### config.mk
export PLATFORM = sky130hd
export DESIGN_NAME = release_sink
export DESIGN_NICKNAME = d
export VERILOG_FILES = /design/src/rtl/tl_c_pkg.sv /design/src/rtl/release_line_buffer.sv /design/src/rtl/release_sink.sv
export SDC_FILE = /design/constraint.sdc
export NUM_CORES = 1
export LEC_CHECK = 0
export CAP_MARGIN = 10
export CORE_AREA = 2 2 290 292
export CTS_CLUSTER_SIZE = 25
export DETAILED_ROUTE_END_ITERATION = 16
export DIE_AREA = 0 0 292 294
export PLACE_DENSITY = 0.66
export SLEW_MARGIN = 20
export SYNTH_ARGS = -nofsm -noshare
export SYNTH_HDL_FRONTEND = slang
export SYNTH_SLANG_ARGS = --single-unit
### constraint.sdc
create_clock -name clock -period 10.9 [get_ports clock]
set_input_delay 1.635 -clock clock [delete_from_list [all_inputs] [get_ports clock]]
set_output_delay 1.635 -clock clock [all_outputs]
set_load 0.01 [all_outputs]
### src/rtl/tl_c_pkg.sv
// TileLink channel C/D definitions shared by the manager-side release sink.
package tl_c_pkg;

  localparam logic [2:0] OP_PROBE_ACK        = 3'd4;
  localparam logic [2:0] OP_PROBE_ACK_DATA   = 3'd5;
  localparam logic [2:0] OP_RELEASE          = 3'd6;
  localparam logic [2:0] OP_RELEASE_DATA     = 3'd7;
  localparam logic [2:0] OP_RELEASE_ACK      = 3'd6;

  // Header field widths; release_sink defaults its parameters to these.
  localparam int unsigned HDR_ADDR_W   = 32;
  localparam int unsigned HDR_SOURCE_W = 4;

  typedef enum logic [1:0] {
    s_idle,
    s_collect,
    s_write,
    s_ack
  } state_e;

  typedef struct packed {
    logic [2:0]              opcode;
    logic [2:0]              param;
    logic [3:0]              size;
    logic [HDR_SOURCE_W-1:0] source;
    logic [HDR_ADDR_W-1:0]   address;
  } c_hdr_t;

  function automatic logic isData(input logic [2:0] opcode);
    return (opcode == OP_PROBE_ACK_DATA) || (opcode == OP_RELEASE_DATA);
  endfunction

endpackage

### src/rtl/release_line_buffer.sv
// One cache line of C-channel beats, written a beat at a time and read flat.
module release_line_buffer #(
  parameter int unsigned ROW_BITS      = 128,
  parameter int unsigned REFILL_CYCLES = 4,
  parameter int unsigned IDX_W         = 2
) (
  input  logic                              clock,
  input  logic                              reset,
  input  logic                              we,
  input  logic [IDX_W-1:0]                  idx,
  input  logic [ROW_BITS-1:0]               wdata,
  output logic [ROW_BITS*REFILL_CYCLES-1:0] line
);

  logic [ROW_BITS-1:0] mem [REFILL_CYCLES];

  always_ff @(posedge clock) begin
    if (reset) begin
      for (int unsigned i = 0; i < REFILL_CYCLES; i++) begin
        mem[i] <= '0;
      end
    end else if (we) begin
      mem[idx] <= wdata;
    end
  end

  // Beat 0 occupies the least significant row.
  always_comb begin
    line = '0;
    for (int unsigned i = 0; i < REFILL_CYCLES; i++) begin
      line[i*ROW_BITS +: ROW_BITS] = mem[i];
    end
  end

endmodule

### src/rtl/release_sink.sv
// Manager-side TileLink C sink: assembles ProbeAck/Release traffic into line
// writes, acks voluntary Releases on D and signals probe completion.
module release_sink
  import tl_c_pkg::*;
#(
  parameter int unsigned ROW_BITS       = 128,
  parameter int unsigned REFILL_CYCLES  = 4,
  parameter int unsigned ADDR_BITS      = HDR_ADDR_W,
  parameter int unsigned SOURCE_BITS    = HDR_SOURCE_W,
  parameter int unsigned BLOCK_OFF_BITS = 6
) (
  input  logic                              clock,
  input  logic                              reset,
  input  logic                              c_valid,
  output logic                              c_ready,
  input  logic [2:0]                        c_opcode,
  input  logic [2:0]                        c_param,
  input  logic [3:0]                        c_size,
  input  logic [SOURCE_BITS-1:0]            c_source,
  input  logic [ADDR_BITS-1:0]              c_address,
  input  logic [ROW_BITS-1:0]               c_data,
  output logic                              d_valid,
  input  logic                              d_ready,
  output logic [2:0]                        d_opcode,
  output logic [SOURCE_BITS-1:0]            d_source,
  output logic [3:0]                        d_size,
  output logic                              wr_valid,
  input  logic                              wr_ready,
  output logic [ADDR_BITS-1:0]              wr_addr,
  output logic [ROW_BITS*REFILL_CYCLES-1:0] wr_data,
  output logic                              wr_has_data,
  output logic [2:0]                        wr_param,
  output logic                              probe_done,
  output logic [2:0]                        probe_param,
  output logic                              err
);

  localparam int unsigned CNT_W = (REFILL_CYCLES > 1) ? $clog2(REFILL_CYCLES) : 1;
  localparam logic [CNT_W-1:0] LAST_BEAT = CNT_W'(REFILL_CYCLES - 1);
  localparam logic [ADDR_BITS-1:0] OFF_MASK =
    {{(ADDR_BITS-BLOCK_OFF_BITS){1'b0}}, {BLOCK_OFF_BITS{1'b1}}};

  state_e                            state_q, state_d;
  c_hdr_t                            hdr_q;
  logic [CNT_W-1:0]                  cnt_q, cnt_d;
  logic                              err_q, err_set;
  logic                              latch_hdr;
  logic                              buf_we;
  logic [CNT_W-1:0]                  buf_idx;
  logic [ROW_BITS*REFILL_CYCLES-1:0] line;
  logic                              ready_int, wr_v_int, d_v_int, pd_int;

  release_line_buffer #(
    .ROW_BITS      (ROW_BITS),
    .REFILL_CYCLES (REFILL_CYCLES),
    .IDX_W         (CNT_W)
  ) u_line_buffer (
    .clock (clock),
    .reset (reset),
    .we    (buf_we),
    .idx   (buf_idx),
    .wdata (c_data),
    .line  (line)
  );

  always_ff @(posedge clock) begin
    if (reset) state_q <= s_idle;
    else       state_q <= state_d;
  end

  always_comb begin
    state_d   = state_q;
    cnt_d     = cnt_q;
    ready_int = 1'b0;
    wr_v_int  = 1'b0;
    d_v_int   = 1'b0;
    pd_int    = 1'b0;
    buf_we    = 1'b0;
    buf_idx   = cnt_q;
    latch_hdr = 1'b0;
    err_set   = 1'b0;
    case (state_q)
      s_idle: begin
        ready_int = 1'b1;
        if (c_valid) begin
          if (!c_opcode[2]) begin
            // Opcodes 0..3 never belong on C at the manager: flag and drop.
            err_set = 1'b1;
          end else begin
            latch_hdr = 1'b1;
            if (isData(c_opcode)) begin
              buf_we  = 1'b1;
              buf_idx = '0;
              if (c_size != 4'(BLOCK_OFF_BITS)) err_set = 1'b1;
              if (REFILL_CYCLES > 1) begin
                cnt_d   = CNT_W'(1);
                state_d = s_collect;
              end else begin
                state_d = s_write;
              end
            end else begin
              state_d = s_write;
            end
          end
        end
      end
      s_collect: begin
        ready_int = 1'b1;
        if (c_valid) begin
          buf_we = 1'b1;
          if ((c_opcode != hdr_q.opcode) ||
              (c_source != hdr_q.source[SOURCE_BITS-1:0]) ||
              (c_address != hdr_q.address[ADDR_BITS-1:0])) begin
            err_set = 1'b1;
          end
          if (cnt_q == LAST_BEAT) begin
            cnt_d   = '0;
            state_d = s_write;
          end else begin
            cnt_d = cnt_q + CNT_W'(1);
          end
        end
      end
      s_write: begin
        wr_v_int = 1'b1;
        if (wr_ready) begin
          if (hdr_q.opcode[1]) begin
            state_d = s_ack;
          end else begin
            pd_int  = 1'b1;
            state_d = s_idle;
          end
        end
      end
      s_ack: begin
        d_v_int = 1'b1;
        if (d_ready) state_d = s_idle;
      end
      default: state_d = s_idle;
    endcase
  end

  always_ff @(posedge clock) begin
    if (reset) begin
      hdr_q <= '0;
      cnt_q <= '0;
      err_q <= 1'b0;
    end else begin
      cnt_q <= cnt_d;
      if (err_set) err_q <= 1'b1;
      if (latch_hdr) begin
        hdr_q.opcode  <= c_opcode;
        hdr_q.param   <= c_param;
        hdr_q.size    <= c_size;
        hdr_q.source  <= HDR_SOURCE_W'(c_source);
        hdr_q.address <= HDR_ADDR_W'(c_address);
      end
    end
  end

  // Every output is held at zero for as long as reset is asserted.
  always_comb begin
    c_ready     = 1'b0;
    d_valid     = 1'b0;
    d_opcode    = '0;
    d_source    = '0;
    d_size      = '0;
    wr_valid    = 1'b0;
    wr_addr     = '0;
    wr_data     = '0;
    wr_has_data = 1'b0;
    wr_param    = '0;
    probe_done  = 1'b0;
    probe_param = '0;
    err         = 1'b0;
    if (!reset) begin
      c_ready     = ready_int;
      d_valid     = d_v_int;
      d_opcode    = d_v_int ? OP_RELEASE_ACK : 3'd0;
      d_source    = hdr_q.source[SOURCE_BITS-1:0];
      d_size      = hdr_q.size;
      wr_valid    = wr_v_int;
      wr_addr     = hdr_q.address[ADDR_BITS-1:0] & ~OFF_MASK;
      wr_data     = line;
      wr_has_data = isData(hdr_q.opcode);
      wr_param    = hdr_q.param;
      probe_done  = pd_int;
      probe_param = hdr_q.param;
      err         = err_q;
    end
  end

endmodule

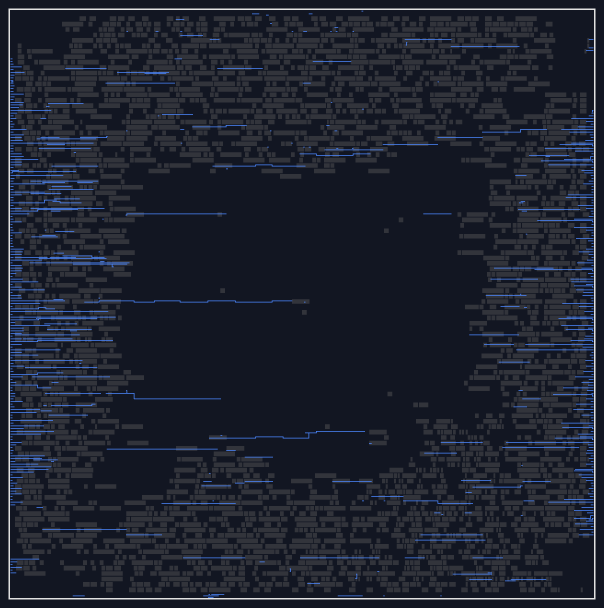
run_1/met3.png
Scale: 2 px per um.
The longest straight run is 55.2 um. The layer holds 6.2% of the routed length. 426 nets have wire on it. The wires run mostly horizontal.
fraction of met3 tracks used by global routing: 3.24%
routed wire length: 77.0 mm
via total after detailed routing: 16,985

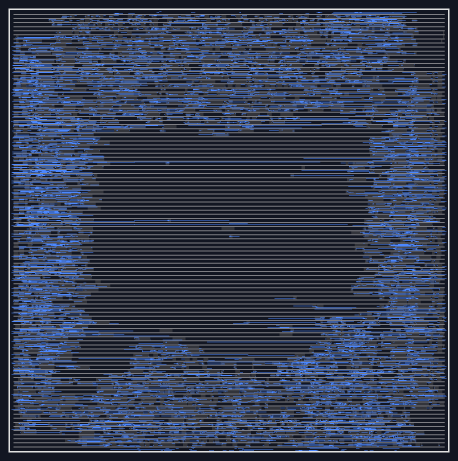
run_1/met1.png
Scale: 1.5 px per um. Supply wires on this layer in grey.
The longest straight run is 142 um. 2,668 nets have wire on it.
met1 track demand over resource: 21.8%

==> run notes, run 1 <==
Implementation numbers.

- The flow ran to the end, and the final reports show no timing, DRC or antenna violations.
- The global-route wire length before repair is 111 mm.
- The area of the die is 85,800 um^2.
- The netlist uses approximately 44 different library cells.
- The total power divided by cell area is between 100 and 150 nW/um^2.
- The combinational gate power is 531 uW.
- Of the total synthesized cell area, the portion taken by full adders, half adders and majority gates is less than 1%.
- Setup violations remaining at the end of the flow were counted as 0.
- The core region is approximately 83,000 um^2.
- The post-route total power is 5130 uW.
- The net switching fraction of the power reads 23.1%.
- The largest clock skew in the final design reads 19.7 ps.
- The hold-fix buffer count after cts reads 0.
- The script logs the mean routed wire length per placed instance as about 20 um.
- The share of flip-flops with an asynchronous set or reset reads 0%.
- The class of the most critical setup path is input pin to output pin.
- The number of antenna cells inserted is 4.
- The fraction of synthesized cell area in xor and xnor cells is 1.18%.
- The largest individual stage delay along the critical path comes from the cell sky130_fd_sc_hd__buf_4.
- The cell resize tally after clock tree synthesis is 0.
- Among the non-sequential cells, simple AND/OR/NAND/NOR gates take the most area.
- Before antenna repair, the detailed router went through 5 iterations.
- The uppermost layer routed reads met4.
- In this run the maximum-capacitance check reported violations numbering 0.
- The leakage power of the design reads ~0.013 uW.
- The initial antenna violation count was 7.
- Walking the worst path, the cells encountered are buf_8 > buf_4 > buf_4 > nor2b_1 > clkdlybuf4s50_1.
- In this run the most used layer during global routing was met2.
- The tightest min-delay check is of the register to register type.
- Leaving out buffers and inverters, the combinational logic in the layout accounts for 8040 um^2.
- The overall global routing resource usage reads 17.2%.
- The achievable clock frequency reads about 170 MHz.
- By area, the class that comes first in the final layout consists of flip-flops and latches.
- The arrival time at the worst endpoint is 4200 ps.
- Per the power-grid run, VDD falls by no more than ~110 uV.
- The floorplan report lists the tap cell count as 1,080.
- The fraction of the core area covered by cells at the end of the flow is 42.7%.
- The transition time at the pin with the least slew margin reads 1240 ps.
- The buffer_ports step reported a buffer count of 738.
- The register with the most flip-flops is u_line_buffer.mem.
- The tightest hold path in the finished design has a slack of between 400 and 500 ps.
- The instance area after placement is 33,400 um^2.
- In the CTS report, the clock slew at the register clock pins of the worst setup and hold paths is listed as about 60 ps.
- The terminus of the critical flop-to-flop path reads u_line_buffer.mem[2][58].
- Broken down by cell family, the worst path's largest delay share belongs to buffers and inverters.
- The start of the worst register-to-register path reads state_q[1].
- The accumulated negative setup slack is 0 ps.
- Post-route period utilization is reported as 53.6%.
- The top cell types in the final layout, fill and taps aside, are sky130_fd_sc_hd__clkdlybuf4s50_1 (737), sky130_fd_sc_hd__nor2b_1 (551), sky130_fd_sc_hd__and2_1 (513), sky130_fd_sc_hd__edfxtp_1 (512), sky130_fd_sc_hd__nand2_1 (96).
- The TritonCTS clock tree reads yes.
- The yosys stat cell total is 2,020.
- The group drawing the most power is sequential cells.
- The final setup slack of the worst path is 5060 ps.
- The half-perimeter wire length after placement reads about 52 mm.
- Summed over all instances, the cell type with the most area after synthesis is sky130_fd_sc_hd__edfxtp_1.
- The termination of the worst setup path is wr_data[199].
- The final count of pins violating max slew reads 0.
- The total congestion overflow is 0.
- The worst setup path is captured at an output pin.
- The setup slack of the most critical reg-to-reg path reads 7110 ps.
- The most frequent cell on the critical path is sky130_fd_sc_hd__buf_4.
- The clock latency reported for the late side of the worst-skew pair is 610 ps.
- The met2 usage in global routing is 29.3%.
- The design internal power reads between 3000 and 4000 uW.
- The residual antenna-violating net count after detailed routing is 0.
- TritonCTS created roughly 60 clock buffers.
- The mux share of post-synthesis cell area is 0.0796%.
- The per-instance average area after synthesis is 12.4 um^2.
- In the synthesized netlist, the number of instances is 2,020.
- The met1 layer wirelength in the final routing is 31.7 mm.
- The most common flop cell mapped by yosys is sky130_fd_sc_hd__edfxtp_1.
- The non-filler instance count after layout reads 3,837.
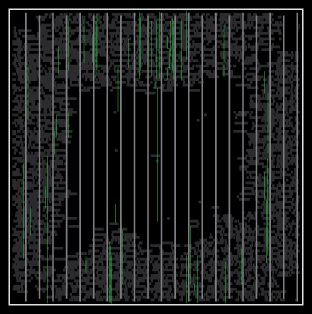
run_1/met4.png
Scale: 1 px per um. Supply wires on this layer in grey.
The wires run mostly vertical. The longest straight run is 147 um. The layer carries 2,290 um of wire.

run_1/met2.png
Scale: 1.5 px per um.
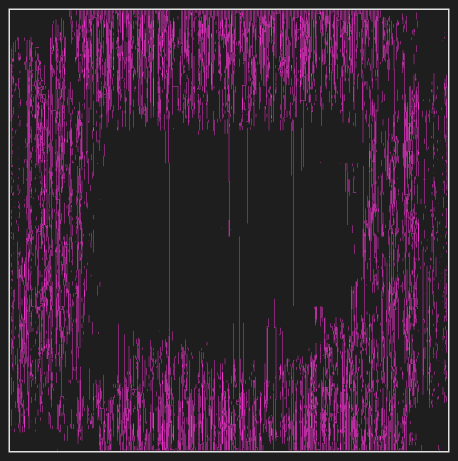

==> run 2: changes to the inputs <==
CORE_AREA = 2 2 293 295   (was 2 2 290 292)
DIE_AREA = 0 0 295 297   (was 0 0 292 294)
PLACE_DENSITY = 0.65   (was 0.66)
clock period = 5.6 ns   (was 10.9 ns; I/O delays follow)
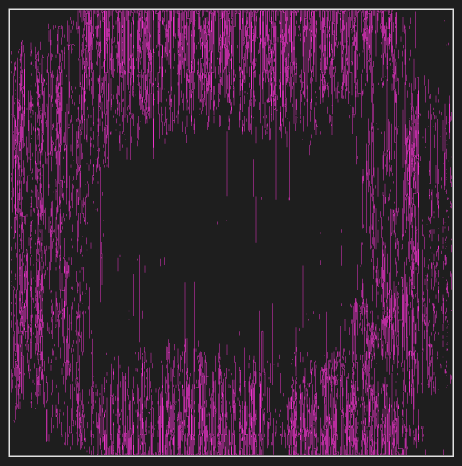
run_2/met2.png
Scale: 1.5 px per um.
The longest straight run is 90.1 um. 2,342 nets have wire on it. The layer carries 38.2 mm of wire.
met2 routing resource usage after global routing: 29.3%
routed wire length: 78.2 mm
via total after detailed routing: 16,940

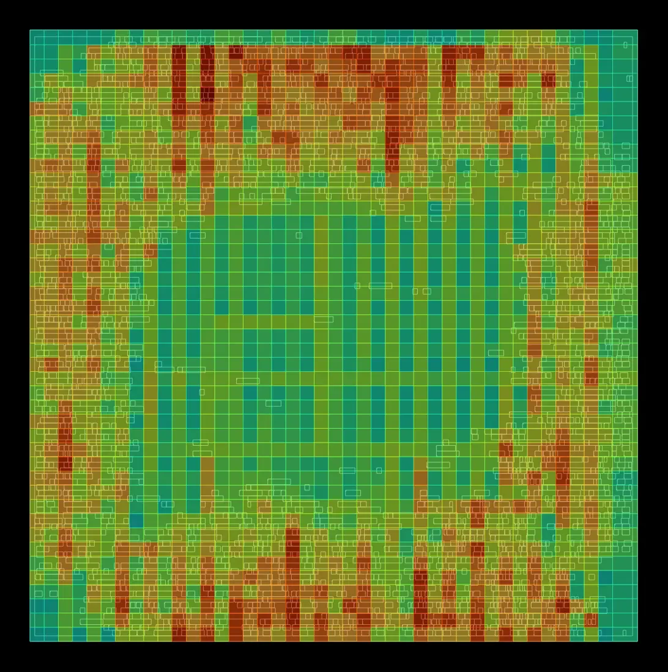
run_2/final_congestion.png
global-route usage over all layers: 17.4%
Routed wire per std cell: 20.0 um

==> run 2 against run 1 <==
Compared with the run above:
- sequential power is 94% higher
- highest routed layer unchanged
- power is 100% higher
- clock power is 110% higher
- final area is 0.99% higher
- critical path depth is 1 lower
- global-route usage is 0.26 points higher
- largest power group unchanged
- core utilization is 0.39 points lower
- die area is 2.1% higher
- via count is 0.26% lower
- flip-flop count stayed put
- hold slack worse by 3.1 ps
==> run notes, run 2 <==
Implementation numbers.

- The max-cap check violation count is 0 (unchanged).
- The total of plain and repair buffers excluding clock buffers is between 700 and 800.
- The maximum ir drop on the vdd rail reads 224 uV (+110%).
- The design internal power was 7870 uW (+99%).
- The sequential-to-total area share from yosys stat reads 65.2%.
- The number of clock sinks reads 563.
- The clock transition time at the flip-flop clock pins of the worst setup and hold paths is 60 ps (about the same).
- The number of multi-input logic gates reads ~1,300.
- The count of synthesis-stage warnings from yosys reads 0.
- The synthesized-area fraction occupied by adder cells is 0.0498% (unchanged).
- The standard cell core area reads 84,500 um^2 (+1.9%).
- The met3 layer wire length in the routed design reads approximately 6.4 mm.
- The share of the core area taken by cells at floorplan is between 20 and 30%.
- The critical path capture point type is an output pin.
- The total congestion overflow is 0 (unchanged).
- The transition time at the pin with the least slew margin is 921 ps (-316 ps).
- The per-instance average area after synthesis came to 12.4 um^2 (unchanged).
- TritonCTS built the clock tree.
- The number of global-route vias before repair is approximately 17,000.
- The number of buffers created by CTS is 67 (+12%).
- The arrival time at the worst endpoint was 2810 ps (-1390 ps).
- The area of the die is 87,600 um^2 (+2.1%).
- The accumulated negative setup slack came to 0 ps (unchanged).
- After synthesis, the largest family of logic cells by area is simple AND/OR/NAND/NOR gates.
- The script extracted a net switching power of ~2400 uW.
- The count of input and output buffers reads 738 (unchanged).
- The depth of the critical timing path with buffers and inverters included reads 4.
- The cell resize tally after clock tree synthesis is 0 (unchanged).
- The net switching fraction of the power is 23.7% (+0.63 points).
- The leakage power of the design reads 0.0128 uW (+1.0%).
- The post-route minimum period is 3650 ps.
- The hold slack is 449 ps (-3.06 ps).
- The category of cells accounting for the largest share of critical-path delay reads buffers and inverters.
- In the final layout, the registers with the most flip-flops are u_line_buffer.mem (512), hdr_q (46).
- Per report_power, the Sequential row totals about 4800 uW.
- The share of the cycle needed by the critical path after routing is 65.2%.
- The non-filler instance count after layout reads 3,913 (+2.0%).
- The most common flop cell mapped by yosys reads sky130_fd_sc_hd__edfxtp_1.
- The setup slack of the most critical reg-to-reg path is 2550 ps (-4560 ps).
- The yosys stat cell total is 2,020 (unchanged).
- The total buffers and inverters traversed by the critical path reads 3.
- The largest clock skew in the final design reads 24.6 ps (+4.95 ps).
- The total power divided by cell area reads 288 nW/um^2 (+99%).
- The synthesized instance count reads 2,020 (unchanged).
- The number of setup violations in the final report was 0 (unchanged).
- The start of the worst register-to-register path reads state_q[1].
- The maximum number of pins on one net before global-route repair reads 134.
- The launch instance of the worst min-delay path is hdr_q[36].
- For reference, the top cells by area after synthesis are sky130_fd_sc_hd__edfxtp_1 (61%), sky130_fd_sc_hd__nor2b_1 (14%), sky130_fd_sc_hd__and2_1 (13%).
- The share of flip-flops with an asynchronous set or reset is 0% (unchanged).
- The number of antenna cells inserted reads 5 (+1).
- The register with the most flip-flops is u_line_buffer.mem.
- The largest individual stage delay along the critical path comes from the cell sky130_fd_sc_hd__buf_4.
- The post-route total power reads 10,300 uW (+100%).
- For reference, the critical path is launched at reset.
- The power share of the sequential group reads 46.6%.
- With fillers left out, the area of the finished cells amounts to 35,800 um^2.
- The class of the most critical setup path reads input pin to output pin.
- The termination of the worst setup path reads wr_data[511].
- The mux share of post-synthesis cell area came to 0.0796% (unchanged).
- The fraction of synthesized cell area in xor and xnor cells is 1.18% (unchanged).
- The count of sequential standard cells reads 563.
- The largest total area in the synthesized netlist belongs to sky130_fd_sc_hd__edfxtp_1.
- The global-route wire length before repair came to 114 mm (+2.1%).
- The number of well taps reads 1,144 (+5.9%).
- The library cells used most frequently in the layout, excluding fill and tap cells, are sky130_fd_sc_hd__clkdlybuf4s50_1 (737), sky130_fd_sc_hd__nor2b_1 (551), sky130_fd_sc_hd__and2_1 (513), sky130_fd_sc_hd__edfxtp_1 (512), sky130_fd_sc_hd__nand2_1 (96).
- The achievable clock frequency reads 274 MHz.
- The hold-fix buffer count after cts is 0 (unchanged).
- The area of the multi-input gates was 8040 um^2 (unchanged).
- In the power breakdown, the biggest contributor is sequential cells.
- Per the area breakdown, the dominant cell category is flip-flops and latches.
- The type of the worst min-delay path reads register to register.
- Setup repair after global routing left no endpoint under its margin.
- The cell at the root of the clock tree reads sky130_fd_sc_hd__clkbuf_16.
- The met3 usage reads 5.38% (+2.1 points).
- Of all nets on the critical path, the largest fanout is 120.
- Looking at the power breakdown, the clock network takes 43.1% of the total.
- The fraction of the core area covered by cells at the end of the flow is 42.4% (-0.39 points).
- The flow ran to the end, and the final reports show no timing, DRC or antenna violations.
- The residual antenna-violating net count after detailed routing is 0 (unchanged).
- The DRC violations left reads 0.
- The clock latency reported for the late side of the worst-skew pair is 600 ps (about the same).
- The terminus of the critical flop-to-flop path is u_line_buffer.mem[2][69].
- The number of cells on the worst hold path is 2.
- The count of distinct cell types in the synthesized netlist is 44 (unchanged).
- The final count of pins violating max slew reads 0 (unchanged).
- The instance area after placement is 33,600 um^2 (+0.59%).
- The uppermost layer routed is met4.
- The most repeated cell in the gate-level netlist after synthesis reads sky130_fd_sc_hd__nor2b_1.
- The signal on the critical path passes through buf_8 > buf_4 > nor2b_1 > clkdlybuf4s50_1.
- The most heavily used metal layer in global routing reads met2.
- The worst-case headroom to the max-slew limit is 38.6%.
- In the final layout, multi-input gates take up between 20% and 30% of the cell area.
- The total clock network power is approximately 4400 uW.
- The met1 layer wirelength in the final routing was 31.3 mm (-1.4%).
- The initial antenna violation count reads 8 (+1).
- The final setup slack of the worst path is 1950 ps (-3110 ps).
- The register area is 16,400 um^2.
- The half-perimeter wire length after placement reads 52.8 mm (+2.0%).
- The filler cell count is between 7,000 and 8,000.
- The number of iterations in the first detailed-routing pass reads 5 (unchanged).
- The combinational gate power came to 1060 uW (+100%).
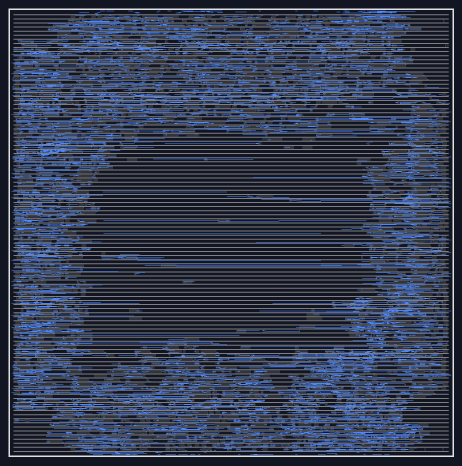
run_2/met1.png
Scale: 1.5 px per um. Supply wires on this layer in grey.
The wires run mostly horizontal. 2,633 nets have wire on it.
met1 track demand over resource: 21.1%

run_2/met3.png
Scale: 2 px per um.
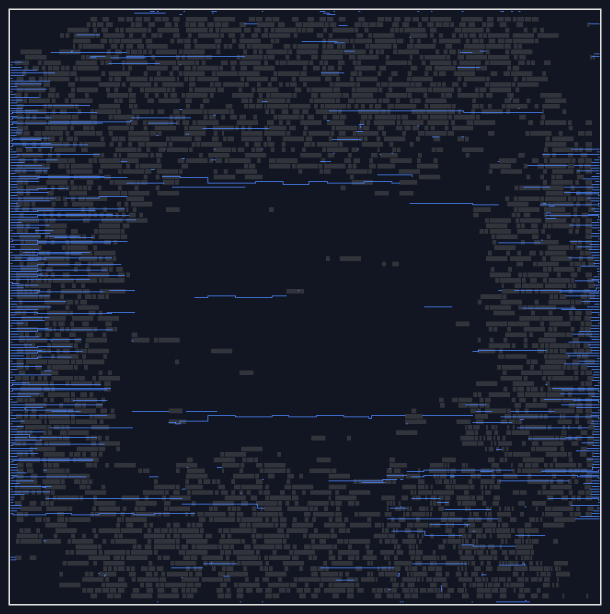

==> run 3: changes to the inputs <==
clock period = 3.4 ns   (was 5.6 ns; I/O delays follow)
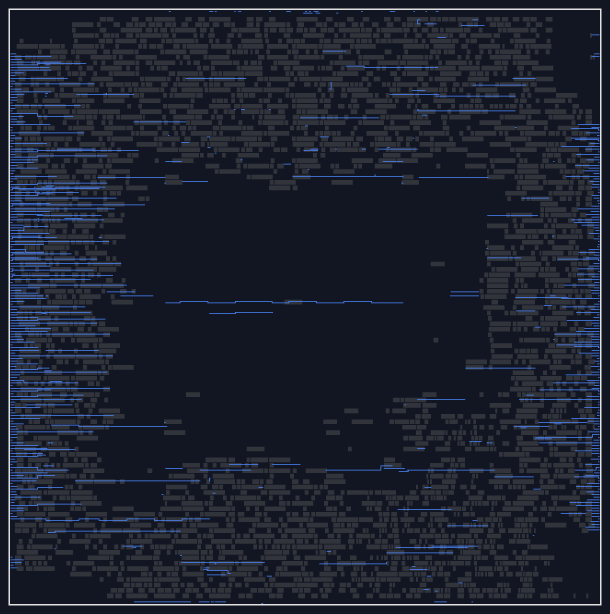
run_3/met3.png
Scale: 2 px per um.
The longest straight run is 66.2 um. The wires run mostly horizontal. The layer holds 7.6% of the routed length. 410 nets have wire on it.
fraction of met3 tracks used by global routing: 5.04%
routed wire length: 77.5 mm
via total after detailed routing: 17,044

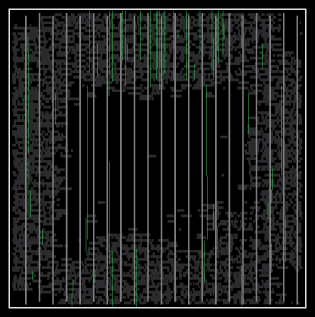
run_3/met4.png
Scale: 1 px per um. Supply wires on this layer in grey.
The wires run mostly vertical. The layer holds 3.3% of the routed length.

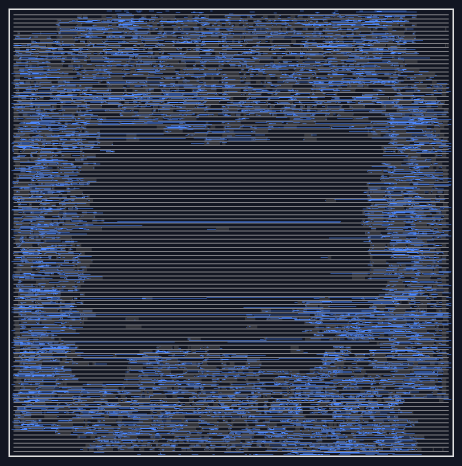
run_3/met1.png
Scale: 1.5 px per um. Supply wires on this layer in grey.
met1 track demand over resource: 20.9%

==> run 3 against run 2 <==
Compared with the run above:
- synthesized cell count is the same
- clock power increased by 59%
- power grew 62%
- synthesized area did not move
- core utilization increased by 0.21 points
- combinational power up 68%
- largest cell class unchanged
- sequential power increased by 65%
==> run notes, run 3 <==
Implementation numbers.

- The most common logic cells in the final layout are sky130_fd_sc_hd__clkdlybuf4s50_1 (737), sky130_fd_sc_hd__nor2b_1 (551), sky130_fd_sc_hd__and2_1 (513), sky130_fd_sc_hd__edfxtp_1 (512), sky130_fd_sc_hd__nand2_1 (96).
- The number of iterations in the first detailed-routing pass reads 4 (-1).
- The area of the multi-input gates is 8040 um^2 (unchanged).
- The sequential-to-total area share from yosys stat reads 65.2% (unchanged).
- The count of input and output buffers is 738 (unchanged).
- The yosys stat cell total reads 2,020 (unchanged).
- The accumulated negative setup slack is 0 ps (unchanged).
- The critical path capture point type reads an output pin.
- The count of synthesis-stage warnings from yosys is 0 (unchanged).
- The met2 usage in global routing was 29.4% (+0.090 points).
- The residual antenna-violating net count after detailed routing is 0 (unchanged).
- The starting density of the core is 29.8% (unchanged).
- The final-layout clock buffer total reads 91.
- The number of well taps came to 1,144 (unchanged).
- The dominant kind of combinational cell reads simple AND/OR/NAND/NOR gates.
- The maximum number of pins on one net before global-route repair is 129 (-3.7%).
- The clock latency reported for the late side of the worst-skew pair is 600 ps (about the same).
- The register with the most flip-flops reads u_line_buffer.mem.
- The number of antenna cells inserted came to 2 (-3).
- The count of sequential standard cells came to 563 (unchanged).
- The leakage power of the design reads 0.0129 uW (+0.71%).
- The share of flip-flops with an asynchronous set or reset is 0% (unchanged).
- The power share of the sequential group is 47.3% (+0.7 points).
- The fraction of power consumed by the clock network reads 42.0% (-1.1 points).
- The launch instance of the worst min-delay path is reset.
- The number of multi-input logic gates came to 1,311 (unchanged).
- The cell at the root of the clock tree is sky130_fd_sc_hd__clkbuf_16.
- The group drawing the most power is sequential cells.
- The total congestion overflow is 0 (unchanged).
- The number of flops mapped to enable cells by yosys reads 512.
- For this run, the detailed router reports a per-instance via density of 4.34.
- The global-route wire length before repair reads 114 mm (about the same).
- The most common logic cell in the final layout is sky130_fd_sc_hd__clkdlybuf4s50_1.
- The max-cap check violation count is 0 (unchanged).
- The combinational gate power reads 1780 uW (+68%).
- The area of the die reads 87,600 um^2 (unchanged).
- Traced cell by cell, the critical path runs through nand2b_1 > nor4b_1 > clkdlybuf4s50_1.
- The count of distinct cell types in the synthesized netlist reads 44 (unchanged).
- The number of setup violations in the final report is 0 (unchanged).
- The design internal power came to 12,800 uW (+63%).
- The largest area contributor in the netlist is sky130_fd_sc_hd__edfxtp_1.
- The hold slack was 395 ps (-54.0 ps).
- The register area is 16,400 um^2 (unchanged).
- The clock transition time at the flip-flop clock pins of the worst setup and hold paths came to 60 ps (about the same).
- Among all stages on the critical path, the largest delay is contributed by sky130_fd_sc_hd__clkdlybuf4s50_1.
- The worst-case headroom to the max-slew limit came to 41.3% (+2.6 points).
- The non-filler instance count after layout is 3,930 (+0.43%).
- The achievable clock frequency is between 300 and 400 MHz.
- The DRC violations left was 0 (unchanged).
- Setup repair after global routing left no endpoint under its margin.
- The type of the worst min-delay path is input pin to register.
- The fraction of synthesized cell area in xor and xnor cells was 1.18% (unchanged).
- The largest clock skew in the final design came to 24.2 ps (-0.454 ps).
- The met3 layer wire length in the routed design reads 5.86 mm (-8.0%).
- The final count of pins violating max slew is 0 (unchanged).
- The count of standard-cell rows reads 107.
- The total of plain and repair buffers excluding clock buffers is 785 (+2.7%).
- The termination of the worst setup path is probe_done.
- The maximum ir drop on the vdd rail is 316 uV (+41%).
- By area, flip-flops and latches come first.
- The number of flip-flops and latches in the synthesized netlist is 563.
- The top fanout value on the critical path came to 13 (-89%).
- The hold-fix buffer count after cts is 0 (unchanged).
- The capture point of the worst register-to-register path is recorded as u_line_buffer.mem[1][108].
- The depth of the critical timing path with buffers and inverters included reads 3 (-1).
- The post-route total power reads 16,700 uW (+62%).
- The net switching component of the power is 3920 uW (+60%).
- The number of clock sinks reads 563 (unchanged).
- TritonCTS built the clock tree.
- The number of global-route vias before repair is 16,916 (+0.55%).
- The filler cell count was 7,854 (+0.013%).
- The transition time at the pin with the least slew margin reads 881 ps (-39.5 ps).
- The worst setup path startpoint is state_q[1].
- The most repeated cell in the gate-level netlist after synthesis is sky130_fd_sc_hd__nor2b_1.
- The number of cells on the worst hold path is 2 (unchanged).
- The largest registers in the layout are u_line_buffer.mem (512), hdr_q (46).
- The net switching fraction of the power reads 23.4% (-0.29 points).
- By area the synthesized netlist is led by sky130_fd_sc_hd__edfxtp_1 (61%), sky130_fd_sc_hd__nor2b_1 (14%), sky130_fd_sc_hd__and2_1 (13%).
- The summed area of non-filler cells in the final layout was 36,000 um^2 (+0.49%).
- In the finished design, the share of the clock period the worst path needs comes to between 80% and 90%.
- The arrival time at the worst endpoint is 2330 ps (-480 ps).
- The synthesized-area fraction occupied by adder cells reads 0.0498% (unchanged).
- Looking at the cell usage after synthesis, the top flip-flop cell is sky130_fd_sc_hd__edfxtp_1.
- The timing report attributes the biggest portion of critical-path delay to buffers and inverters.
- The critical path is of the register to output pin type.
- The per-cell routed wire length is 19.7 um (-1.3%).
- The power in sequential cells is 7930 uW (+65%).
- The fraction of the core area covered by cells at the end of the flow is 42.6% (+0.21 points).
- The half-perimeter wire length after placement reads 53.5 mm (+1.4%).
- The mux share of post-synthesis cell area was 0.0796% (unchanged).
- The global router reports that the layer with the highest usage is met2.
- The total buffers and inverters traversed by the critical path is 1 (-2).
- The number of buffers created by CTS reads 67 (unchanged).
- The final setup slack of the worst path is 562 ps (-1390 ps).
- The flow ran to the end, and the final reports show no timing, DRC or antenna violations.
- Subtracting the final worst setup slack from the clock period gives 2840 ps.
- In this run the critical register-to-register path is launched from state_q[0].
- The setup slack of the most critical reg-to-reg path reads 950 ps (-1600 ps).
- The combinational fraction of the cell area came to 22.4% (-0.11 points).
- The instance area after placement was 33,800 um^2 (+0.69%).
- The standard cell core area was 84,500 um^2 (unchanged).
- The total clock network power is 7040 uW (+59%).
- The overall global routing resource usage is 17.4% (-0.047 points).
- The met1 layer wirelength in the final routing was 30.6 mm (-2.2%).
- The synthesized instance count came to 2,020 (unchanged).
- The per-instance average area after synthesis is 12.4 um^2 (unchanged).
- The power share of the combinational group reads around a tenth.
- The initial antenna violation count reads 4 (-4).
- The cell resize tally after clock tree synthesis is 0 (unchanged).
Power is estimated from default activity; no workload was simulated.
